Fig. 1: selected gate families
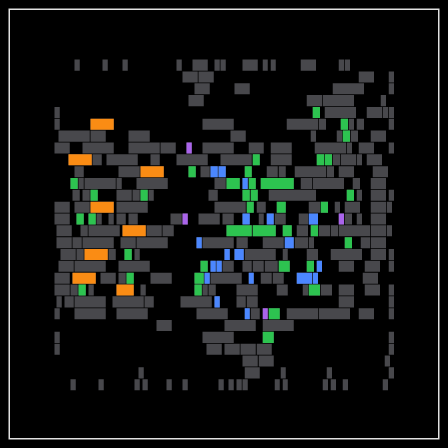
Fig. 2: a small window of the routed layout
Region (0, 48) to (50, 98) um. Cells in grey, sequential cells in the stronger grey; small squares are vias.
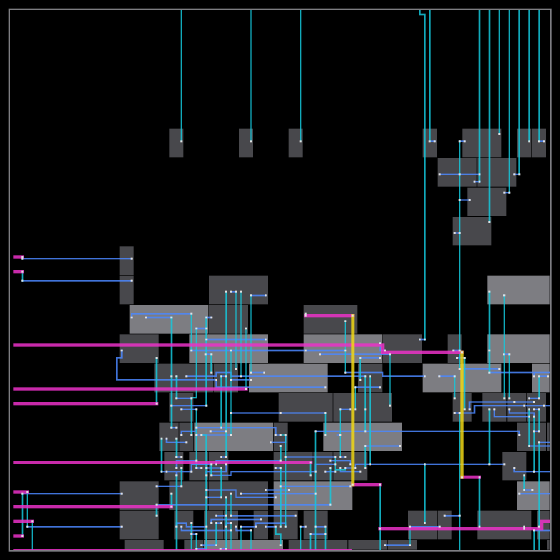
### config.mk
export PLATFORM = sky130hd
export DESIGN_NAME = core_io_axi
export DESIGN_NICKNAME = d
export VERILOG_FILES = /design/src/rtl/core_io_axi.sv
export SDC_FILE = /design/constraint.sdc
export NUM_CORES = 1
export LEC_CHECK = 0
export CAP_MARGIN = 10
export CORE_MARGIN = 10
export CORE_UTILIZATION = 34
export CTS_CLUSTER_SIZE = 16
export DETAILED_ROUTE_END_ITERATION = 12
export GPL_ROUTABILITY_DRIVEN = 0
export PLACE_DENSITY = 0.81
export SYNTH_ARGS = -nofsm -noshare
export SYNTH_HDL_FRONTEND = slang
export SYNTH_SLANG_ARGS = --single-unit
### constraint.sdc
create_clock -name CLK -period 2.4 [get_ports CLK]
set_input_delay 0.6 -clock CLK [delete_from_list [all_inputs] [get_ports CLK]]
set_output_delay 0.6 -clock CLK [all_outputs]
set_load 0.005 [all_outputs]
### src/rtl/core_io_axi.sv
// AXI4-Lite master for core IN/OUT instructions.
// Polls UART-Lite status, then moves one byte.
module core_io_axi #(
  parameter logic [3:0] RX_ADDR      = 4'h0,
  parameter logic [3:0] TX_ADDR      = 4'h4,
  parameter logic [3:0] STAT_ADDR    = 4'h8,
  parameter int         RX_VALID_BIT = 0,
  parameter int         TX_FULL_BIT  = 3
) (
  input  logic        CLK,
  input  logic        RST_N,
  input  logic        REQ_IN,
  input  logic        REQ_OUT,
  input  logic [31:0] OUT_DATA,
  output logic        BUSY,
  output logic        DONE,
  output logic        ERR,
  output logic [31:0] IN_DATA,
  output logic [3:0]  S_AXI_AWADDR,
  output logic        S_AXI_AWVALID,
  input  logic        S_AXI_AWREADY,
  output logic [31:0] S_AXI_WDATA,
  output logic [3:0]  S_AXI_WSTB,
  output logic        S_AXI_WVALID,
  input  logic        S_AXI_WREADY,
  input  logic [1:0]  S_AXI_BRESP,
  input  logic        S_AXI_BVALID,
  output logic        S_AXI_BREADY,
  output logic [3:0]  S_AXI_ARADDR,
  output logic        S_AXI_ARVALID,
  input  logic        S_AXI_ARREADY,
  input  logic [31:0] S_AXI_RDATA,
  input  logic [1:0]  S_AXI_RRESP,
  input  logic        S_AXI_RVALID,
  output logic        S_AXI_RREADY
);

  typedef enum logic [2:0] {
    IDLE, ST_AR, ST_R, ST_W,
    ST_B, ST_DAR, ST_DR, FIN
  } state_t;

  state_t      state, state_n;
  logic        op_out, op_out_n;
  logic [7:0]  wbyte, wbyte_n;
  logic        aw_done, aw_done_n;
  logic        w_done, w_done_n;
  logic        err_n;
  logic        upd_in;
  logic [7:0]  rx_n;

  logic        busy_d, done_d, err_d;
  logic        arvalid_d, rready_d;
  logic        awvalid_d, wvalid_d, bready_d;
  logic [3:0]  araddr_d, awaddr_d, wstb_d;
  logic [31:0] wdata_d, in_data_d;

  logic ar_hs, r_hs, aw_hs, w_hs, b_hs;

  logic unused_bits;
  assign unused_bits = ^{OUT_DATA[31:8], S_AXI_RDATA};

  assign ar_hs = S_AXI_ARVALID & S_AXI_ARREADY;
  assign r_hs  = S_AXI_RVALID  & S_AXI_RREADY;
  assign aw_hs = S_AXI_AWVALID & S_AXI_AWREADY;
  assign w_hs  = S_AXI_WVALID  & S_AXI_WREADY;
  assign b_hs  = S_AXI_BVALID  & S_AXI_BREADY;

  // State, latched request and registered outputs.
  always_ff @(posedge CLK) begin
    if (!RST_N) begin
      state         <= IDLE;
      op_out        <= 1'b0;
      wbyte         <= 8'h00;
      aw_done       <= 1'b0;
      w_done        <= 1'b0;
      BUSY          <= 1'b0;
      DONE          <= 1'b0;
      ERR           <= 1'b0;
      IN_DATA       <= 32'h0;
      S_AXI_ARADDR  <= 4'h0;
      S_AXI_ARVALID <= 1'b0;
      S_AXI_RREADY  <= 1'b0;
      S_AXI_AWADDR  <= 4'h0;
      S_AXI_AWVALID <= 1'b0;
      S_AXI_WDATA   <= 32'h0;
      S_AXI_WSTB    <= 4'h0;
      S_AXI_WVALID  <= 1'b0;
      S_AXI_BREADY  <= 1'b0;
    end else begin
      state         <= state_n;
      op_out        <= op_out_n;
      wbyte         <= wbyte_n;
      aw_done       <= aw_done_n;
      w_done        <= w_done_n;
      BUSY          <= busy_d;
      DONE          <= done_d;
      ERR           <= err_d;
      IN_DATA       <= in_data_d;
      S_AXI_ARADDR  <= araddr_d;
      S_AXI_ARVALID <= arvalid_d;
      S_AXI_RREADY  <= rready_d;
      S_AXI_AWADDR  <= awaddr_d;
      S_AXI_AWVALID <= awvalid_d;
      S_AXI_WDATA   <= wdata_d;
      S_AXI_WSTB    <= wstb_d;
      S_AXI_WVALID  <= wvalid_d;
      S_AXI_BREADY  <= bready_d;
    end
  end

  // Next state: poll status, then one data beat.
  always_comb begin
    state_n   = state;
    op_out_n  = op_out;
    wbyte_n   = wbyte;
    aw_done_n = aw_done;
    w_done_n  = w_done;
    err_n     = 1'b0;
    upd_in    = 1'b0;
    rx_n      = 8'h00;
    unique case (state)
      IDLE: begin
        if (REQ_OUT || REQ_IN) begin
          state_n  = ST_AR;
          op_out_n = REQ_OUT;
          wbyte_n  = OUT_DATA[7:0];
        end
      end
      ST_AR: begin
        if (ar_hs) state_n = ST_R;
      end
      ST_R: begin
        if (r_hs) begin
          if (S_AXI_RRESP != 2'b00) begin
            state_n = FIN;
            err_n   = 1'b1;
          end else if (op_out &&
                       !S_AXI_RDATA[TX_FULL_BIT]) begin
            state_n   = ST_W;
            aw_done_n = 1'b0;
            w_done_n  = 1'b0;
          end else if (!op_out &&
                       S_AXI_RDATA[RX_VALID_BIT]) begin
            state_n = ST_DAR;
          end else begin
            state_n = ST_AR;
          end
        end
      end
      ST_W: begin
        aw_done_n = aw_done | aw_hs;
        w_done_n  = w_done | w_hs;
        if (aw_done_n && w_done_n) state_n = ST_B;
      end
      ST_B: begin
        if (b_hs) begin
          state_n = FIN;
          err_n   = (S_AXI_BRESP != 2'b00);
        end
      end
      ST_DAR: begin
        if (ar_hs) state_n = ST_DR;
      end
      ST_DR: begin
        if (r_hs) begin
          state_n = FIN;
          upd_in  = 1'b1;
          err_n   = (S_AXI_RRESP != 2'b00);
          rx_n    = err_n ? 8'h00 : S_AXI_RDATA[7:0];
        end
      end
      FIN: state_n = IDLE;
      default: state_n = IDLE;
    endcase
  end

  // Output values for the state being entered.
  always_comb begin
    busy_d    = (state_n != IDLE);
    done_d    = (state_n == FIN);
    err_d     = (state_n == FIN) & err_n;
    arvalid_d = (state_n == ST_AR) ||
                (state_n == ST_DAR);
    rready_d  = (state_n == ST_R) ||
                (state_n == ST_DR);
    awvalid_d = (state_n == ST_W) & ~aw_done_n;
    wvalid_d  = (state_n == ST_W) & ~w_done_n;
    bready_d  = (state_n == ST_B);
    araddr_d  = S_AXI_ARADDR;
    awaddr_d  = S_AXI_AWADDR;
    wdata_d   = S_AXI_WDATA;
    wstb_d    = S_AXI_WSTB;
    in_data_d = IN_DATA;
    if (state_n == ST_AR)  araddr_d = STAT_ADDR;
    if (state_n == ST_DAR) araddr_d = RX_ADDR;
    if (state_n == ST_W) begin
      awaddr_d = TX_ADDR;
      wdata_d  = {24'h0, wbyte_n};
      wstb_d   = 4'hF;
    end
    if (upd_in) in_data_d = {24'h0, rx_n};
  end

endmodule

==> deck_impl_summary.md <==
Flow Results at a Glance

Status
  – Status: finished clean

Logic synthesis
  – AO/OA Area Share: 12.53%
  – Yosys stat area: 2087 um^2
  – Yosys simple share: 19.00%
  – # Cells Yosys: 238
  – Ys async rst share: 0%
  – Cell area after synthesis: 2087 um^2
  – Synth top area share: 38.37%
  – Synth top cells by count: 58 x buf_4, 40 x dfxtp_1, 21 x nand2_1
  – Leading post-synthesis cells by cell area: dfxtp_1 38%, buf_4 21%, mux2_4 5.0%
  – Syn avg cell area: 8.769 um^2
  – Yosys top cell by instances: buf_4
  – Synthesized registers: 40
  – MUX area fraction: 5.576%
  – Seq share, synth: 38.37%
  – Adder Share, Synth: 0%
  – Count of library flops with an enable pin: 0
  – XOR Share, Synth: 0%
  – Synthesized instance count: 238
  – Ys flop type: dfxtp_1
  – Cell type with the largest total area: dfxtp_1
  – Comb area leader: buffers and inverters
  – Library cells used by synthesis: 37
  – Yosys warnings: 0

GRT
  – Grt met1 use: 11.16%
  – GR Overflow Total: 0
  – First-pass GRT wire length: 8707 um
  – Largest net degree at the start of global routing: 18
  – Met3 Usage GRT: 6.272%
  – Number of global-route vias before repair: 1820
  – GRT Resource Usage Total: 10.62%
  – Antenna violations before repair: 0
  – GR Util met2: 17.45%
  – GRT Max-Usage Layer: met2

Critical path
  – Worst setup SP type: input port
  – Data required, critical path: 2.59 ns
  – CP top delay family: simple AND/OR/NAND/NOR gates
  – Critical-path maximum fanout: 9
  – Crit path DAT: 2.38 ns
  – Critical path class: input port to flop
  – CP cell instances: clkdlybuf4s50_1 -> nor2b_1 -> nor3_1 -> a31oi_4 -> a21oi_4 -> nand2b_4 -> mux2_2
  – Critical-path top delay cell: clkdlybuf4s50_1
  – WP buf/inv: 1
  – CP peak stage delay: 0.49 ns
  – CP endpoint kind: flop

Flow run
  – Max_cap viols: 0
  – Tool warnings: 74

Floorplanning
  – Cell Rows: 28
  – Die Size: 9672 um^2
  – N_taps: 75
  – # IOs: 161
  – FP Core Util: 35.04%
  – Die Ht: 98.35 um
  – Chip width: 98.35 um
  – Core Box Area: 5956 um^2

Layout
  – Fraction of area in registers: 29.51%
  – Antenna diodes: 0
  – Largest class: multi-input combinational cells
  – Clock buf/inv share: 4.657%
  – Comb gate area: 977.2 um^2
  – Non-clk buf share: 25.82%
  – Most common logic cells in the final layout: 58 x clkdlybuf4s50_1, 54 x conb_1, 40 x dfxtp_1, 21 x nand2_1, 18 x nand3_1
  – Ratio of cells with drive above 1 in the final layout: 12.75%
  – Clk_buf instances: 7
  – Flops: 40
  – Fin area: 2714 um^2
  – Buffers excl. clock: 74
  – Layout area overhead: 30.04%
  – Fin util: 45.57%
  – Invs w/o clock: 4
  – Comb_multi_in: 180
  – Nets: 382
  – FF/Latch Area: 800.8 um^2
  – Filler instances: 597

Placement
  – Placed Instances: 373
  – Port-buffer cells: 58
  – Setup WS pre-CTS: -0.1052 ns
  – Post-place instance area: 2587 um^2
  – Dpl hpwl: 4181 um

Clock network
  – CTS tree: built
  – Hold_buf cts: 0
  – Clock sinks: 40
  – PostCTS Resize Cnt: 0
  – Root Driver: clkbuf_8
  – Total CTS buffers: 5
  – Total setup buffers inserted after CTS: 0
  – Htree depth: 2
  – Clock tree buffer depth: 2
  – Worst-Skew Late Latency: 0.29 ns
  – CTS clk-pin slew, worst paths: 0.08 ns

Pwr
  – Total power: 1610 uW
  – Sequential share of power: 44.9%
  – Clk power: 599 uW
  – Max VDD drop: 0.3808 mV
  – Top pwr grp: sequential cells
  – Static leakage: 0.001135 uW
  – Gate power share: 17.9%
  – Power share of the clock group: 37.2%
  – Internal power: 1221 uW
  – Psw: 389.4 uW
  – Cell Pwr Density: 593.3 nW/um^2
  – Seq group: 723 uW
  – Switching Share: 24.19%
  – Logic power comb: 289 uW

Routing
  – ANT nets after route: 0
  – DRT met1 WL: 2064 um
  – DRC: 0
  – Vias: 1625
  – Starting DRT DRC Count: 67
  – Via density: 4.265
  – Detailed Route WL: 5183 um
  – Iteration count of the initial detailed-routing pass: 4
  – Routed wire per std cell: 13.60 um
  – Met3 Wirelength: 651 um
  – Uppermost layer routed: met4
  – Met2 wire len: 2428 um

Timing
  – Highest clock rate: 456.8 MHz
  – Final setup viols: 0
  – Hold Slack: 0.4573 ns
  – Final WS setup: 0.2107 ns
  – Clock skew: 0.005841 ns
  – Final Cycle Share: 91.22%
  – Final Hold Vio Count: 0
  – TNS Setup: 0 ns
  – RSZ-0062 raised after global routing: false
  – Final Critical Period: 2.189 ns
  – Max-slew violation count: 0

Worst hold path
  – Hold WC Path Type: flop to flop
Back to the opening pictures, Fig. 1:
- orange: multiplexers (cells 8; most used mux2_4; where left middle)
- purple: inverters (cells 4; most used inv_1; where middle)
- blue: NOR gates (cells 19; most used nor2_1; where middle)
- green: inverting AOI/OAI gates (cells 38; most used o21ai_0)
Commonest Layout Cell: clkdlybuf4s50_1
logic share of the area: 36.01%
final std cells w/o fill: 381

Back to the opening pictures, Fig. 2:
- magenta: metal 3
- yellow: metal 4
- cyan: metal 2
- blue: metal 1
- sequential cells in the window: 10
- most frequent: clkdlybuf4s50_1 (12), dfxtp_1 (10), conb_1 (8)
- netlist names of flops here include: S_AXI_WDATA (4), wbyte (3)
- cells with their middle in the window: 64

## worst paths after layout
kind                   from        endpoint  slack, ns  cells past startpoint
max          S_AXI_RDATA[3]  S_AXI_WDATA[7]       0.21                      7
max reg2reg        state[1]  S_AXI_WDATA[7]       0.45                      6
min              IN_DATA[0]      IN_DATA[0]       0.46                      2
min reg2reg      IN_DATA[0]      IN_DATA[0]       0.46                      2
## flip-flops by register name, indices dropped and copies added (netlist names)
signal	count
S_AXI_WVALID	1
S_AXI_BREADY	1
op_out	1
S_AXI_WDATA	8
DONE	1
S_AXI_WSTB	1
S_AXI_ARVALID	1
S_AXI_RREADY	1
aw_done	1
BUSY	1
wbyte	8
S_AXI_AWVALID	1
w_done	1
state	3
S_AXI_ARADDR	1
IN_DATA	8
ERR	1
Power figures rest on the tool's default switching activity, not on a simulated workload.
